==> src/rtl/mips_pkg.sv <==
`default_nettype none
// ============================================================================
// Module      : mips_pkg
// Description : Shared datapath widths, ALU opcodes and ID/EX register layout
//               for the pipelined MIPS core.
// Revision    : 1.0 - initial release
// ============================================================================
package mips_pkg;

    localparam int DATA_W = 32;
    localparam int REG_AW = 5;

    localparam logic [3:0] c_ALU_AND  = 4'b0000;
    localparam logic [3:0] c_ALU_OR   = 4'b0001;
    localparam logic [3:0] c_ALU_NOR  = 4'b0010;
    localparam logic [3:0] c_ALU_PASS = 4'b0011;
    localparam logic [3:0] c_ALU_ADD  = 4'b0100;
    localparam logic [3:0] c_ALU_ADDU = 4'b0101;
    localparam logic [3:0] c_ALU_SUB  = 4'b0110;
    localparam logic [3:0] c_ALU_SUBU = 4'b0111;
    localparam logic [3:0] c_ALU_SLL  = 4'b1000;
    localparam logic [3:0] c_ALU_SLA  = 4'b1001;
    localparam logic [3:0] c_ALU_SRL  = 4'b1010;
    localparam logic [3:0] c_ALU_SRA  = 4'b1011;
    localparam logic [3:0] c_ALU_LUI  = 4'b1100;
    localparam logic [3:0] c_ALU_SLT  = 4'b1110;
    localparam logic [3:0] c_ALU_SLTU = 4'b1111;

    localparam logic [3:0] c_BUBBLE_ALU_OP = c_ALU_PASS;

    typedef struct packed {
        logic              valid;
        logic [3:0]        alu_op;
        logic [REG_AW-1:0] rs;
        logic [REG_AW-1:0] rt;
        logic [REG_AW-1:0] rd;
        logic [DATA_W-1:0] rs_data;
        logic [DATA_W-1:0] rt_data;
        logic [DATA_W-1:0] imm_ext;
        logic [REG_AW-1:0] shamt;
        logic              alu_src;
        logic              reg_write;
        logic              mem_read;
        logic              mem_write;
        logic              mem_to_reg;
    } id_ex_t;

    // A bubble is all-zero except the ALU opcode, which is a harmless pass-through.
    localparam id_ex_t c_BUBBLE = '{
        valid:      1'b0,
        alu_op:     c_BUBBLE_ALU_OP,
        rs:         '0,
        rt:         '0,
        rd:         '0,
        rs_data:    '0,
        rt_data:    '0,
        imm_ext:    '0,
        shamt:      '0,
        alu_src:    1'b0,
        reg_write:  1'b0,
        mem_read:   1'b0,
        mem_write:  1'b0,
        mem_to_reg: 1'b0
    };

    function automatic logic [DATA_W-1:0] imm_extend(input logic [15:0] imm, input logic sign_ext);
        return sign_ext ? {{(DATA_W-16){imm[15]}}, imm} : {{(DATA_W-16){1'b0}}, imm};
    endfunction

endpackage : mips_pkg
`default_nettype wire

==> src/rtl/mips_fwd_mux.sv <==
`default_nettype none
// ============================================================================
// Module      : mips_fwd_mux
// Description : Three-way operand forwarding mux; EX/MEM beats MEM/WB and
//               register 0 never forwards.
// Revision    : 1.0 - initial release
// ============================================================================
module mips_fwd_mux
    import mips_pkg::*;
#(
    parameter int DATA_W = mips_pkg::DATA_W,
    parameter int REG_AW = mips_pkg::REG_AW
) (
    input  logic [REG_AW-1:0] src_reg,
    input  logic [DATA_W-1:0] src_data,
    input  logic              exmem_reg_write,
    input  logic [REG_AW-1:0] exmem_rd,
    input  logic [DATA_W-1:0] exmem_result,
    input  logic              memwb_reg_write,
    input  logic [REG_AW-1:0] memwb_rd,
    input  logic [DATA_W-1:0] memwb_result,
    output logic [DATA_W-1:0] fwd_data
);

    logic w_src_nonzero;
    logic w_hit_exmem;
    logic w_hit_memwb;

    assign w_src_nonzero = (src_reg != '0);
    assign w_hit_exmem   = exmem_reg_write & (exmem_rd == src_reg) & w_src_nonzero;
    assign w_hit_memwb   = memwb_reg_write & (memwb_rd == src_reg) & w_src_nonzero;

    always_comb begin
        fwd_data = src_data;
        if (w_hit_exmem) begin
            fwd_data = exmem_result;
        end else if (w_hit_memwb) begin
            fwd_data = memwb_result;
        end
    end

endmodule : mips_fwd_mux
`default_nettype wire

==> src/rtl/mips_id_ex_stage.sv <==
`default_nettype none
// ============================================================================
// Module      : mips_id_ex_stage
// Description : ID/EX pipeline register with immediate build, operand
//               forwarding, load-use bubble insertion, hold and flush.
// Revision    : 1.0 - initial release
// ============================================================================
module mips_id_ex_stage
    import mips_pkg::*;
#(
    parameter int DATA_W = mips_pkg::DATA_W,
    parameter int REG_AW = mips_pkg::REG_AW
) (
    input  logic              clk,
    input  logic              reset,
    input  logic              id_valid,
    input  logic [3:0]        id_alu_op,
    input  logic [DATA_W-1:0] id_rs_data,
    input  logic [DATA_W-1:0] id_rt_data,
    input  logic [REG_AW-1:0] id_rs,
    input  logic [REG_AW-1:0] id_rt,
    input  logic [REG_AW-1:0] id_rd,
    input  logic [15:0]       id_imm,
    input  logic [REG_AW-1:0] id_shamt,
    input  logic              id_alu_src,
    input  logic              id_sign_ext,
    input  logic              id_reg_write,
    input  logic              id_mem_read,
    input  logic              id_mem_write,
    input  logic              id_mem_to_reg,
    input  logic              hold,
    input  logic              flush,
    input  logic              exmem_reg_write,
    input  logic [REG_AW-1:0] exmem_rd,
    input  logic [DATA_W-1:0] exmem_result,
    input  logic              memwb_reg_write,
    input  logic [REG_AW-1:0] memwb_rd,
    input  logic [DATA_W-1:0] memwb_result,
    output logic [3:0]        alu_op,
    output logic [DATA_W-1:0] first_data,
    output logic [DATA_W-1:0] second_data,
    output logic [REG_AW-1:0] shamt,
    output logic              ex_valid,
    output logic              ex_reg_write,
    output logic              ex_mem_read,
    output logic              ex_mem_write,
    output logic              ex_mem_to_reg,
    output logic [REG_AW-1:0] ex_rd,
    output logic [DATA_W-1:0] ex_store_data,
    output logic              load_use_stall
);

    id_ex_t r_stage;
    id_ex_t w_load;
    logic   w_rt_hazard;

    // An rt match only stalls when rt is actually read: as ALU operand or as store data.
    assign w_rt_hazard    = (r_stage.rd == id_rt) & (~id_alu_src | id_mem_write);
    assign load_use_stall = r_stage.valid & r_stage.mem_read & id_valid & (r_stage.rd != '0)
                          & ((r_stage.rd == id_rs) | w_rt_hazard);

    always_comb begin
        w_load            = c_BUBBLE;
        w_load.valid      = id_valid;
        w_load.alu_op     = id_alu_op;
        w_load.rs         = id_rs;
        w_load.rt         = id_rt;
        w_load.rd         = id_rd;
        w_load.rs_data    = id_rs_data;
        w_load.rt_data    = id_rt_data;
        w_load.imm_ext    = imm_extend(id_imm, id_sign_ext);
        w_load.shamt      = id_shamt;
        w_load.alu_src    = id_alu_src;
        w_load.reg_write  = id_reg_write & id_valid;
        w_load.mem_read   = id_mem_read & id_valid;
        w_load.mem_write  = id_mem_write & id_valid;
        w_load.mem_to_reg = id_mem_to_reg & id_valid;
    end

    // Flush outranks hold; hold outranks the load-use bubble.
    always_ff @(posedge clk) begin
        if (reset || flush) begin
            r_stage <= c_BUBBLE;
        end else if (hold) begin
            r_stage <= r_stage;
        end else if (load_use_stall) begin
            r_stage <= c_BUBBLE;
        end else begin
            r_stage <= w_load;
        end
    end

    mips_fwd_mux #(
        .DATA_W (DATA_W),
        .REG_AW (REG_AW)
    ) u_fwd_rs (
        .src_reg         (r_stage.rs),
        .src_data        (r_stage.rs_data),
        .exmem_reg_write (exmem_reg_write),
        .exmem_rd        (exmem_rd),
        .exmem_result    (exmem_result),
        .memwb_reg_write (memwb_reg_write),
        .memwb_rd        (memwb_rd),
        .memwb_result    (memwb_result),
        .fwd_data        (first_data)
    );

    mips_fwd_mux #(
        .DATA_W (DATA_W),
        .REG_AW (REG_AW)
    ) u_fwd_rt (
        .src_reg         (r_stage.rt),
        .src_data        (r_stage.rt_data),
        .exmem_reg_write (exmem_reg_write),
        .exmem_rd        (exmem_rd),
        .exmem_result    (exmem_result),
        .memwb_reg_write (memwb_reg_write),
        .memwb_rd        (memwb_rd),
        .memwb_result    (memwb_result),
        .fwd_data        (ex_store_data)
    );

    assign second_data   = r_stage.alu_src ? r_stage.imm_ext : ex_store_data;
    assign alu_op        = r_stage.alu_op;
    assign shamt         = r_stage.shamt;
    assign ex_valid      = r_stage.valid;
    assign ex_reg_write  = r_stage.reg_write;
    assign ex_mem_read   = r_stage.mem_read;
    assign ex_mem_write  = r_stage.mem_write;
    assign ex_mem_to_reg = r_stage.mem_to_reg;
    assign ex_rd         = r_stage.rd;

endmodule : mips_id_ex_stage
`default_nettype wire

==> config.mk <==
export PLATFORM = sky130hd
export DESIGN_NAME = mips_id_ex_stage
export DESIGN_NICKNAME = d
export VERILOG_FILES = /design/src/rtl/mips_pkg.sv /design/src/rtl/mips_fwd_mux.sv /design/src/rtl/mips_id_ex_stage.sv
export SDC_FILE = /design/constraint.sdc
export NUM_CORES = 1
export LEC_CHECK = 0
export CAP_MARGIN = 15
export CELL_PAD_IN_SITES_DETAIL_PLACEMENT = 1
export CELL_PAD_IN_SITES_GLOBAL_PLACEMENT = 1
export CORE_MARGIN = 2
export CORE_UTILIZATION = 30
export CTS_BUF_LIST = sky130_fd_sc_hd__clkbuf_16
export DETAILED_ROUTE_END_ITERATION = 8
export PLACE_DENSITY_LB_ADDON = 0.1
export SYNTH_ARGS = -nofsm -noshare
export SYNTH_HDL_FRONTEND = slang
export SYNTH_HIERARCHICAL = 1
export SYNTH_SLANG_ARGS = --single-unit
==> constraint.sdc <==
create_clock -name clk -period 2.7 [get_ports clk]
set_clock_uncertainty 0.15 [all_clocks]
set_input_delay 0.27 -clock clk [delete_from_list [all_inputs] [get_ports clk]]
set_output_delay 0.27 -clock clk [all_outputs]
set_load 0.02 [all_outputs]
==> images/closeup.png <==
Region (66, 98) to (96, 128) um. Cells in gray, sequential cells in the stronger gray; small squares are vias.
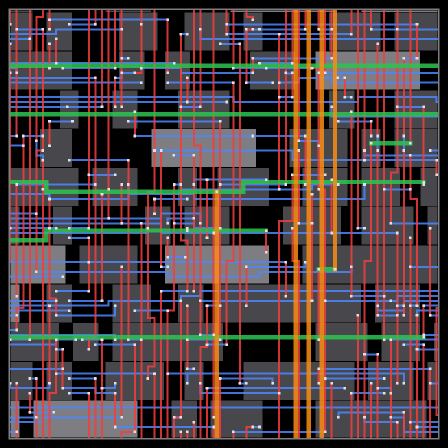
- M2: red
- M4: orange
- M1: blue
- M3: green
- netlist names of flops here include: r_stage (5)
- sequential cells in the window: 5
- most frequent: o21ai_1 (8), clkdlybuf4s50_1 (7), a32oi_1 (6)
- cells with their middle in the window: 55

==> images/congestion_map.png <==
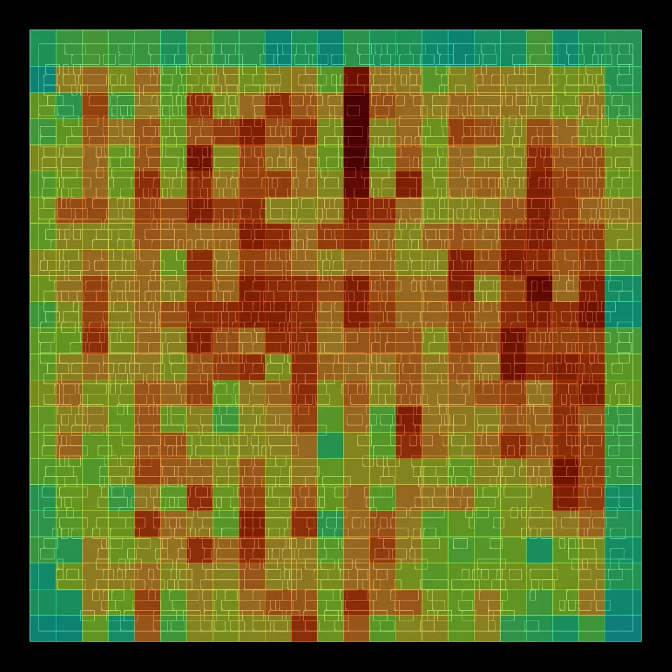
Post-Route Utilization: 0.579
wire per inst: 25.0 um
met1 Use GR: 0.344
GR Util met3: 0.0665

==> images/blocks.png <==
(2 px per um) Other cells in gray.
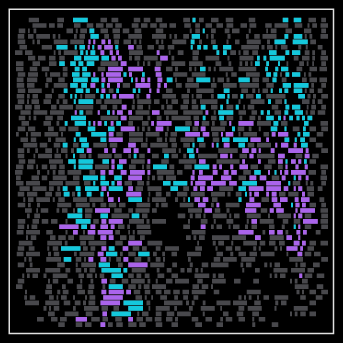
- u_fwd_rs: purple (cells 231)
- u_fwd_rt: cyan (cells 214)

==> images/gates.png <==
(3 px per um)
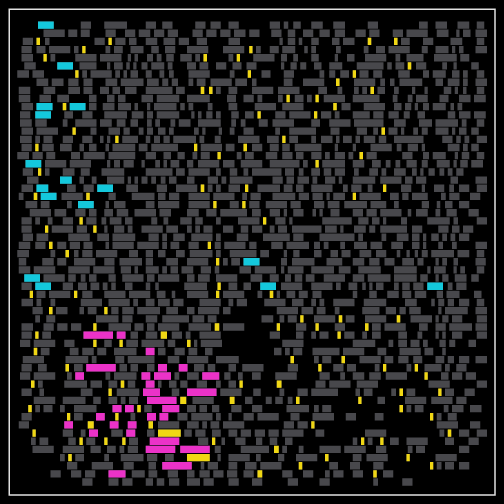
- mux cells: cyan (cells 16)
- xor and xnor cells: magenta (cells 30)
- nand cells: yellow (cells 117; where widely spread)
Comb/total area: 0.393
most numerous logic cell after layout: clkdlybuf4s50_1

==> images/m1.png <==
(2 px per um) Supply wires on this layer in gray.
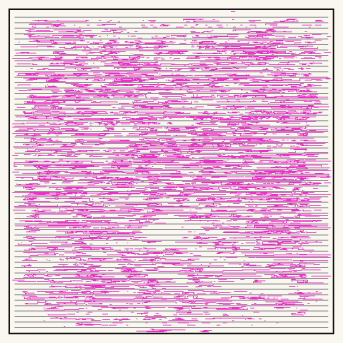
- share of all routed wire: 39%
- main direction: horizontal
DRT Wirelength: 42.8 mm
Vias: 9832

==> results_slide.txt <==
Key Metrics from the Run

Outcome
  – Outcome: finished with violations
  – Violated checks: negative setup slack

Logic synthesis
  – Post-synthesis simple-gate area fraction: 0.176
  – Post-synth top area cell: dfxtp_1
  – Cell Type Count: 35
  – Mux area share: 0.0242
  – Xor/xnor share: 0.0353

Cells and area
  – Inverters: 81
  – Non-filler cells, final: ~1700
  – Register area: between 2000 and 2500 um^2
  – Largest register FFs: 92
  – Share of layout cells above drive strength 1: 0.355
  – Biggest Area Class: combinational gates
  – Nonclk buf count: 495
  – Most numerous logic cells after layout: 204 x clkdlybuf4s50_1, 129 x o21ai_1, 121 x buf_4
  – Nets: 1571

Drt
  – # DRC: 0
  – Met3 wire length: 3.11 mm

Setup path
  – Worst-path fanout max: 6
  – Worst Setup SP: r_stage[113]
  – Reg2reg start: ex_rd[0]
  – Flop-to-flop setup slack: 390 ps

Clocking
  – Clock root buffer: clkbuf_16
  – Hold_buf cts: 0
  – Number of gates resized after CTS: between 500 and 600
  – Postcts setup bufs: 24
  – CTS clk-pin slew, worst paths: ~90 ps

Pwr
  – Total power: 0.00539 W
  – Sequential group power: about 0.0018 W
  – Comb pwr: 0.00218 W
  – Net switching power: about 0.0019 W

Die
  – FP Rows: around 57
  – Core Area: approximately 24000 um^2
  – I/O Pins: 307
  – Tap Cells: ~320

STA
  – Final setup margin: -329 ps
  – Endpoints failing setup: 96

GRT
  – Vias in the first global route: 9586
  – All-Layer GR Usage: 0.285
  – Initial antenna violation count: 4

Place
  – Dpl cell area: ~11000 um^2

Min path
  – Min-delay src: id_rd[3]
  – Endpoint of the worst hold path: ex_rd[3]

Run
  – Max-Cap Viols: 0
==> Yosys cell counts <==
cell type and instances:
o21ai_1 134, dfxtp_1 111, nand2_1 106, a32oi_1 104, inv_1 81, nor3_1 65
a31oi_1 64, clkbuf_1 61, or3_1 57, o21ai_0 55, xnor2_1 30, buf_4 20
buf_6 19, mux2_2 16, buf_2 14, or3_2 8, clkbuf_2 7, nand3_1 6
a22oi_1 5, and3_1 5, nor2_1 4, o211ai_4 4, nand4_1 3, a21oi_1 2
buf_1 2, nand4_2 2, o2bb2ai_1 2, or2_1 2, or4_4 2, and2_1 1
o2111ai_2 1, o22a_1 1, o22ai_2 1, o31ai_1 1, or4_1 1
==> worst max-delay path: cells and delay by family, from the launching register on <==
kind,cells,cell delay [ps]
mux,1,320
compound gates,2,300
flops,1,330
buf+inv,4,580
simple gates,2,710
Power and IR drop assume default switching activity.
